[config.mk]
export PLATFORM = sky130hd
export DESIGN_NAME = mem_port_arbiter
export DESIGN_NICKNAME = d
export VERILOG_FILES = /design/src/rtl/mem_port_arbiter.sv
export SDC_FILE = /design/constraint.sdc
export NUM_CORES = 1
export LEC_CHECK = 0
export ABC_AREA = 1
export CORE_ASPECT_RATIO = 1.4
export CORE_UTILIZATION = 55
export DETAILED_ROUTE_END_ITERATION = 6
export PLACE_DENSITY = 0.95
export SYNTH_ARGS = -nofsm -noshare
export SYNTH_HDL_FRONTEND = slang
export SYNTH_SLANG_ARGS = --single-unit
[constraint.sdc]
create_clock -name clk -period 3.9 [get_ports clk]
set_input_delay 0.585 -clock clk [delete_from_list [all_inputs] [get_ports clk]]
set_output_delay 0.585 -clock clk [all_outputs]
set_load 0.02 [all_outputs]
[src/rtl/mem_port_arbiter.sv]
// mem_port_arbiter
//   Shares one byte-wide synchronous RAM port between instruction fetch (IF)
//   and the MEM stage. Multi-byte little-endian accesses are sequenced one
//   byte per cycle. Per-stage stall requests are produced for the stall
//   controller. A branch flush aborts an in-flight fetch.
//
// Ports
//   clk, rst           clock, synchronous active-high reset
//   if_req/if_addr     fetch request (held until if_done) and byte address
//   if_done/if_inst    one-cycle completion pulse and fetched word (held)
//   mem_req/mem_we     MEM request (held until mem_done), 1 = store
//   mem_len            byte count minus one (0..3)
//   mem_addr/mem_wdata base byte address and store data (byte k at [8k+7:8k])
//   mem_done/mem_rdata one-cycle completion pulse and zero-extended load data
//   b_flag_i           branch taken: abandons an in-flight fetch
//   stall_req_if/_mem  combinational stall requests
//   ram_addr/ram_dout  registered RAM address and write data
//   ram_wr             registered RAM write strobe
//   ram_din            RAM read data, valid the cycle after its address edge
module mem_port_arbiter #(
  parameter int ADDR_W = 32
) (
  input  logic              clk,
  input  logic              rst,
  input  logic              if_req,
  input  logic [31:0]       if_addr,
  output logic              if_done,
  output logic [31:0]       if_inst,
  input  logic              mem_req,
  input  logic              mem_we,
  input  logic [1:0]        mem_len,
  input  logic [31:0]       mem_addr,
  input  logic [31:0]       mem_wdata,
  output logic              mem_done,
  output logic [31:0]       mem_rdata,
  input  logic              b_flag_i,
  output logic              stall_req_if,
  output logic              stall_req_mem,
  output logic [ADDR_W-1:0] ram_addr,
  output logic [7:0]        ram_dout,
  output logic              ram_wr,
  input  logic [7:0]        ram_din
);

  typedef enum logic [1:0] {
    IDLE   = 2'd0,
    IF_RD  = 2'd1,
    MEM_RD = 2'd2,
    MEM_WR = 2'd3
  } state_t;

  state_t state, state_nxt;

  // cnt counts edges since acceptance (1 on the first edge after it).
  // last holds N-1, so a read ends at cnt == N+1 and a write at cnt == N.
  logic [2:0]        cnt;
  logic [1:0]        last;
  logic [ADDR_W-1:0] base;
  logic [31:0]       wbuf;
  logic [31:0]       asm_q;
  logic [31:0]       asm_nxt;

  logic              idle_free;
  logic              take_mem;
  logic              take_if;
  logic              flush;
  logic              issue;
  logic              capture;
  logic              rd_end;
  logic              wr_end;
  logic [1:0]        cap_idx;
  logic [ADDR_W-1:0] addr_nxt;

  // Stall requests fall in the done cycle so the pipeline can advance.
  assign stall_req_if  = if_req  & ~if_done;
  assign stall_req_mem = mem_req & ~mem_done;

  always_comb begin
    // The done cycle doubles as a turnaround: nothing is accepted while a
    // done pulse is still high.
    idle_free = (state == IDLE) && !if_done && !mem_done;
    take_mem  = idle_free && mem_req;
    take_if   = idle_free && !mem_req && if_req && !b_flag_i;
    flush     = (state == IF_RD) && b_flag_i;
    issue     = cnt <= {1'b0, last};
    capture   = cnt >= 3'd2;
    rd_end    = cnt == ({1'b0, last} + 3'd2);
    wr_end    = cnt == ({1'b0, last} + 3'd1);
    // Byte captured now was addressed two edges ago: index cnt-2.
    cap_idx   = cnt[1:0] - 2'd2;
    addr_nxt  = base + ADDR_W'(cnt);
    asm_nxt   = asm_q;
    if (capture) asm_nxt[{cap_idx, 3'b000} +: 8] = ram_din;
  end

  always_comb begin
    state_nxt = state;
    unique case (state)
      IDLE: begin
        if (take_mem)     state_nxt = mem_we ? MEM_WR : MEM_RD;
        else if (take_if) state_nxt = IF_RD;
      end
      IF_RD:   if (flush || rd_end) state_nxt = IDLE;
      MEM_RD:  if (rd_end)          state_nxt = IDLE;
      MEM_WR:  if (wr_end)          state_nxt = IDLE;
      default:                      state_nxt = IDLE;
    endcase
  end

  always_ff @(posedge clk) begin
    if (rst) state <= IDLE;
    else     state <= state_nxt;
  end

  always_ff @(posedge clk) begin
    if (rst) begin
      cnt       <= 3'd0;
      last      <= 2'd0;
      base      <= '0;
      wbuf      <= '0;
      asm_q     <= '0;
      ram_addr  <= '0;
      ram_dout  <= '0;
      ram_wr    <= 1'b0;
      if_done   <= 1'b0;
      if_inst   <= '0;
      mem_done  <= 1'b0;
      mem_rdata <= '0;
    end else begin
      if_done  <= 1'b0;
      mem_done <= 1'b0;
      unique case (state)
        IDLE: begin
          if (take_mem) begin
            base     <= mem_addr[ADDR_W-1:0];
            last     <= mem_len;
            wbuf     <= mem_wdata;
            asm_q    <= '0;
            cnt      <= 3'd1;
            ram_addr <= mem_addr[ADDR_W-1:0];
            ram_wr   <= mem_we;
            if (mem_we) ram_dout <= mem_wdata[7:0];
          end else if (take_if) begin
            base     <= if_addr[ADDR_W-1:0];
            last     <= 2'd3;
            asm_q    <= '0;
            cnt      <= 3'd1;
            ram_addr <= if_addr[ADDR_W-1:0];
            ram_wr   <= 1'b0;
          end
        end
        IF_RD, MEM_RD: begin
          if (flush) begin
            cnt <= 3'd0;
          end else begin
            cnt   <= cnt + 3'd1;
            asm_q <= asm_nxt;
            if (issue) ram_addr <= addr_nxt;
            // Last byte lands on the same edge as done, so publish asm_nxt.
            if (rd_end) begin
              cnt <= 3'd0;
              if (state == IF_RD) begin
                if_inst <= asm_nxt;
                if_done <= 1'b1;
              end else begin
                mem_rdata <= asm_nxt;
                mem_done  <= 1'b1;
              end
            end
          end
        end
        MEM_WR: begin
          if (wr_end) begin
            ram_wr   <= 1'b0;
            mem_done <= 1'b1;
            cnt      <= 3'd0;
          end else begin
            ram_addr <= addr_nxt;
            ram_dout <= wbuf[{cnt[1:0], 3'b000} +: 8];
            ram_wr   <= 1'b1;
            cnt      <= cnt + 3'd1;
          end
        end
        default: ;
      endcase
    end
  end

endmodule

Fig. 1: run 1, layout detail
Region (17, 109) to (42, 134) um. Cells in grey, sequential cells in the stronger grey; small squares are vias.
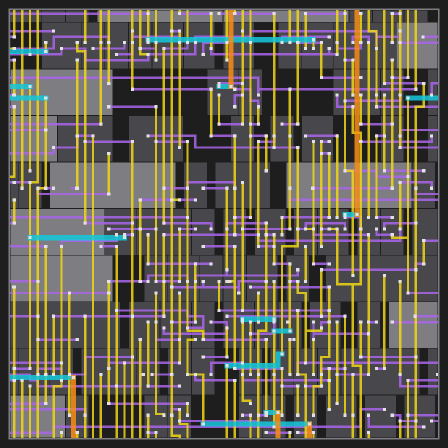
layer	colour
met1	purple
met2	yellow
met4	orange
met3	cyan
netlist names of flops here include	base (4), ram_addr (1)
most frequent	nand2_1 (27), nor2_1 (12), o21ai_0 (8)
sequential cells in the window	5
cells with their middle in the window	76

Fig. 2: run 1, placement by cell class
Drawn at 2 px/um.
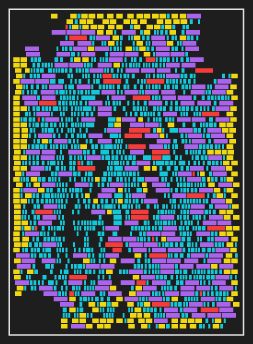
class	colour	cells
all other logic	cyan	1198
other buffers and delay cells	yellow	238
clock drivers and dummy loads	red	35
flip-flops	purple	210

==> run_results.csv, run 1 <==
group,metric,value,unit
global_routing,met2_usage,0.5799,
logic_synthesis,xor_share,0.009558,
logic_synthesis,edf_count,0,
timing,fin_setup_tns,0,ns
detailed_routing,vias,10819,
logic_synthesis,common_cells,"nand2_1 (406), dfxtp_1 (210), o21ai_0 (185)",
run_status,status,"completed",
critical_path,cpMaxStageDelayCell,"clkinv_1",
final_layout,final_cells,1921,
logic_synthesis,syn_area_per_cell,6.747,um^2
logic_synthesis,synth.logic.top_family,"simple AND/OR/NAND/NOR gates",
power,power.total,8.775,mW
detailed_routing,drc_errors,0,
global_routing,grt_usage,0.3199,
placement,dpl-instance-area,12320,um^2
power,peakVddDrop,0.3942,mV
logic_synthesis,ys_sh_simple,0.2674,
die,core,17920,um^2
die,rows,58,
logic_synthesis,ff_type,"dfxtp_1",
critical_path,crit_end,"if_inst[24]$_SDFFE_PP0P_",
placement,hpwlAfterDp,21560,um
final_layout,final_core_util,0.7242,
detailed_routing,drt_first_pass_iters,6,
power,power-per-cell-area,675.9,nW/um^2
timing,hold_ws,0.4460,ns
placement,dp_cells,1886,
detailed_routing,route.met3.wl,1942,um
logic_synthesis,yosys_area,10080,um^2
logic_synthesis,synthesis.nets,1624,
final_layout,nets,1798,
global_routing,met1_usage,0.3502,
critical_path,arrival,3.45,ns
die,fp.dieW,116.4,um
timing,fin_crit,3.087,ns
logic_synthesis,ys_cells,1494,
Fig. 3: run 1, the metal 1 layer
Drawn at 3 px/um.
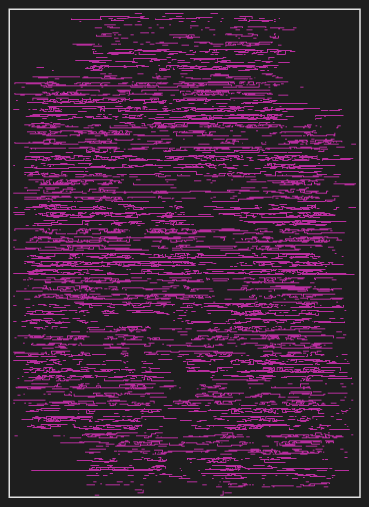
share of all routed wire	37%
longest straight run	32.2 um
wire length on this layer	11300 um

Fig. 4: run 1, cell sizes after repair
Drawn at 2 px/um.
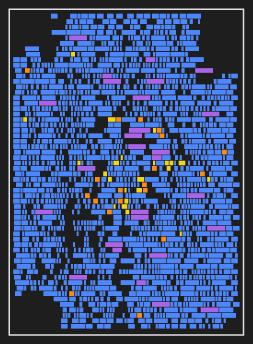
size	colour	cells	share
drive 1 or less	blue	1612	96%
drive 3 to 4	orange	19	1.1%
drive 6 and up	purple	27	1.6%
drive 2	yellow	23	1.4%
count of non-CTS buffers in the layout: 238
Layout area overhead: 28.79%

[run 1: where the power goes]
part           internal [mW]  switching (mW)
registers               2.62           0.337
logic                   1.35            2.49
clock network           1.15           0.822
[run 1: sequential cells by signal, indices dropped and copies added (netlist names)]
signal	cells
base	32
mem_rdata	32
if_done	1
ram_wr	1
ram_addr	32
asm_q	32
ram_dout	8
wbuf	32
state	2
cnt	3
mem_done	1
last	2
if_inst	32
[run 1: final cells by class]
type / count / area (um^2)
Multi-Input combinational cell: 1104 / 5131
Fill cell: 1420 / 4943
Sequential cell: 210 / 4204
Timing Repair Buffer: 238 / 2332
Clock buffer: 32 / 616.8
Inverter: 94 / 354.1
Tap cell: 240 / 300.3
Clock inverter: 3 / 42.54
Fig. 5: run 1, track usage over the die
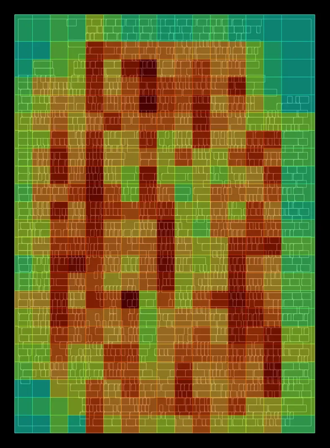

--- run 2 (diff from run 1) ---
Settings changed: CORE_UTILIZATION 55 to 46, PLACE_DENSITY 0.95 to 0.88.
Clock period 3.9 ns to 2.8 ns, I/O delays scaled along.
Fig. 6: run 2, track usage over the die
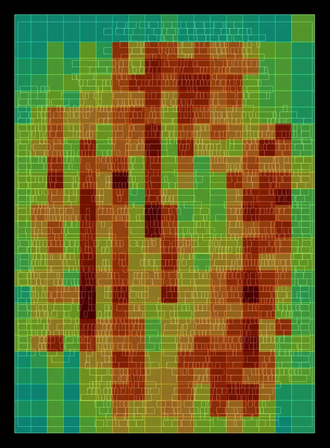
met1 usage: 0.2896
GRT busiest layer: met2
GRT Util Overall: 0.2680
met2 usage: 0.4989

Fig. 7: run 2, cell sizes after repair
Drawn at 2 px/um.
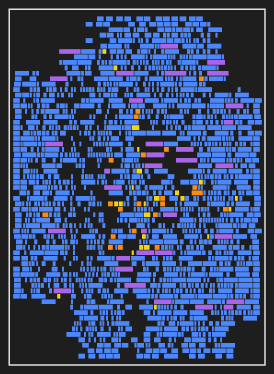
size	colour	cells	share
drive 1 or less	blue	1607	95%
drive 6 and up	purple	33	2.0%
drive 3 to 4	orange	21	1.2%
drive 2	yellow	23	1.4%

Fig. 8: run 2, the metal 1 layer
Drawn at 3 px/um.
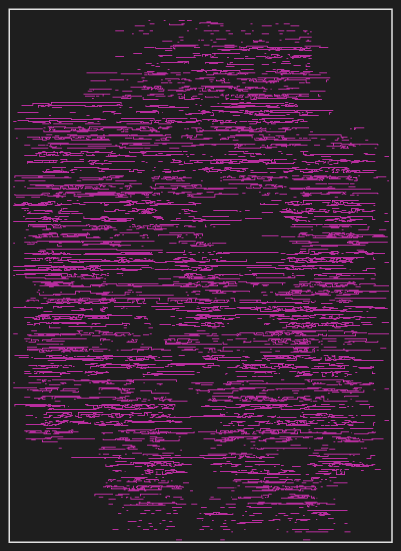
longest straight run	24.4 um
main direction	horizontal
wire length on this layer	11400 um
share of all routed wire	37%
routed vias: 10642
final WL: 30730 um

==> run 2 against run 1 <==
  * First-iteration DRC count down 12%
  * Count of clock-buffer cells in the layout fell by 8
  * Sequential power up 39%
  * Register-to-register slack worse by 0.61 ns
  * Clock skew is 0.010 ns higher
  * Clock power grew 57%
  * Non-clock buffer count is 3 higher
  * Core utilization shrank 11 points
  * Final cell count is 2.9% higher
  * Synthesized cell count unchanged
  * Critical path type unchanged
==> run_results.csv, run 2 <==
group,metric,value,unit
run_status,status,"completed",
logic_synthesis,synthesis.nets,1624,
critical_path,crit_required,3.23,ns
die,rows,63,
final_layout,nClkBuffers,24,
critical_path,crit_cells,8,
final_layout,seq_area_frac,0.3183,
final_layout,inv_count,94,
placement,dpl-instance-area,12450,um^2
power,power-per-cell-area,952.3,nW/um^2
logic_synthesis,ys_top_cells_by_area,"dfxtp_1 (42%), nand2_1 (15%), o21ai_0 (9.2%)",
power,pwr-share-comb,0.428,
final_layout,layout.nonclk_buf_frac,0.1811,
placement,hpwlAfterDp,21810,um
logic_synthesis,ff_type,"dfxtp_1",
die,nWellTaps,292,
hold_path,hold_path_depth,2,
detailed_routing,avgViaCountPerCell,5.383,
die,core,21360,um^2
final_layout,final_layout_size_suffix_gt1_frac,0.04572,
power,seq_cell_power,4.11,mW
logic_synthesis,yosysWarnings,0,
critical_path,cp_max_fo,11,
final_layout,nFillCells,1878,
detailed_routing,drc_errors,0,
logic_synthesis,edf_count,0,
final_layout,nets,1802,
critical_path,rr_worst_depth,8,
logic_synthesis,synth.most_common_cell,"nand2_1",
timing,fin_crit,2.599,ns
global_routing,grt_pass1_vias,10144,
final_layout,comb_cells,1104,
power,switching_share,0.4064,
power,comb_power,5.38,mW
final_layout,comb_area_share,0.3890,
critical_path,cpMaxStageDelayCell,"dfxtp_1",
power,p_clk,3.09,mW
logic_synthesis,synth.distinct_cells,36,
power,power.total,12.58,mW
cts,post_cts_buffers,0,
power,switching_power,5.111,mW
final_layout,final_core_util,0.6182,
final_layout,clkCellAreaFrac,0.05685,
power,maxPowerGroup,"combinational logic",
hold_path,hold_path_startpoint,"mem_rdata[5]$_SDFFE_PP0P_",
power,clkPwrFrac,0.245,
die,chip_area,22520,um^2
final_layout,final_cells,1977,
logic_synthesis,synth_cells,1494,
logic_synthesis,common_cells,"nand2_1 (406), dfxtp_1 (210), o21ai_0 (185)",
final_layout,biggestCellCategory,"logic gates",
timing,fin_setup_tns,0,ns
logic_synthesis,yosys_area,10080,um^2
final_layout,flops,210,
critical_path,critPathBufInv,2,
power,power.internal,7.466,mW
final_layout,area_growth,31.02,%
timing,hold_ws,0.4458,ns
global_routing,antenna_found_initial,0,
critical_path,arrival,3.02,ns
final_layout,comb_area,5137,um^2
final_layout,nNonClkBuffers,241,
critical_path,crit_end,"asm_q[6]$_SDFFE_PP0P_",
die,fp.dieW,127.1,um
placement,dp_cells,1941,
power,p_seq_frac,0.327,
logic_synthesis,syn_area_per_cell,6.747,um^2
logic_synthesis,ys_cells,1494,
detailed_routing,drt_first_pass_iters,6,
final_layout,flop_area,4204,um^2
run 2: cell types whose count changed in the layout (fill, tap and decap cells not counted), sizes merged:
cell / delta
buf: +3
bufinv: +4
clkbuf: -8
clkinv: +2
inv: +2
diode: +1
run 2: cell families (layout without fill, tap and decap cells):
family | after synthesis | count (layout) | share of synthesized area
buffers and inverters | 180 | 370 | 0.07460
DFF | 210 | 210 | 0.4171
xor gates and xnor gates | 11 | 11 | 0.009558
adders and majority gates | 18 | 18 | 0.02309
and+or+nand+nor | 674 | 674 | 0.2674
AOI/OAI and AO/OA | 401 | 401 | 0.2083
other | 0 | 1 | 0
run 2: metal layers:
metal  global-route usage  routed length, um  up-vias
li1                     -                  -     5275
met1               0.2896              11360     4761
met2               0.4989              15680      492
met3              0.02842               1879      114
met4               0.1632               1821        0
met5                    0                  0        -
Power is estimated from default activity; no workload was simulated.
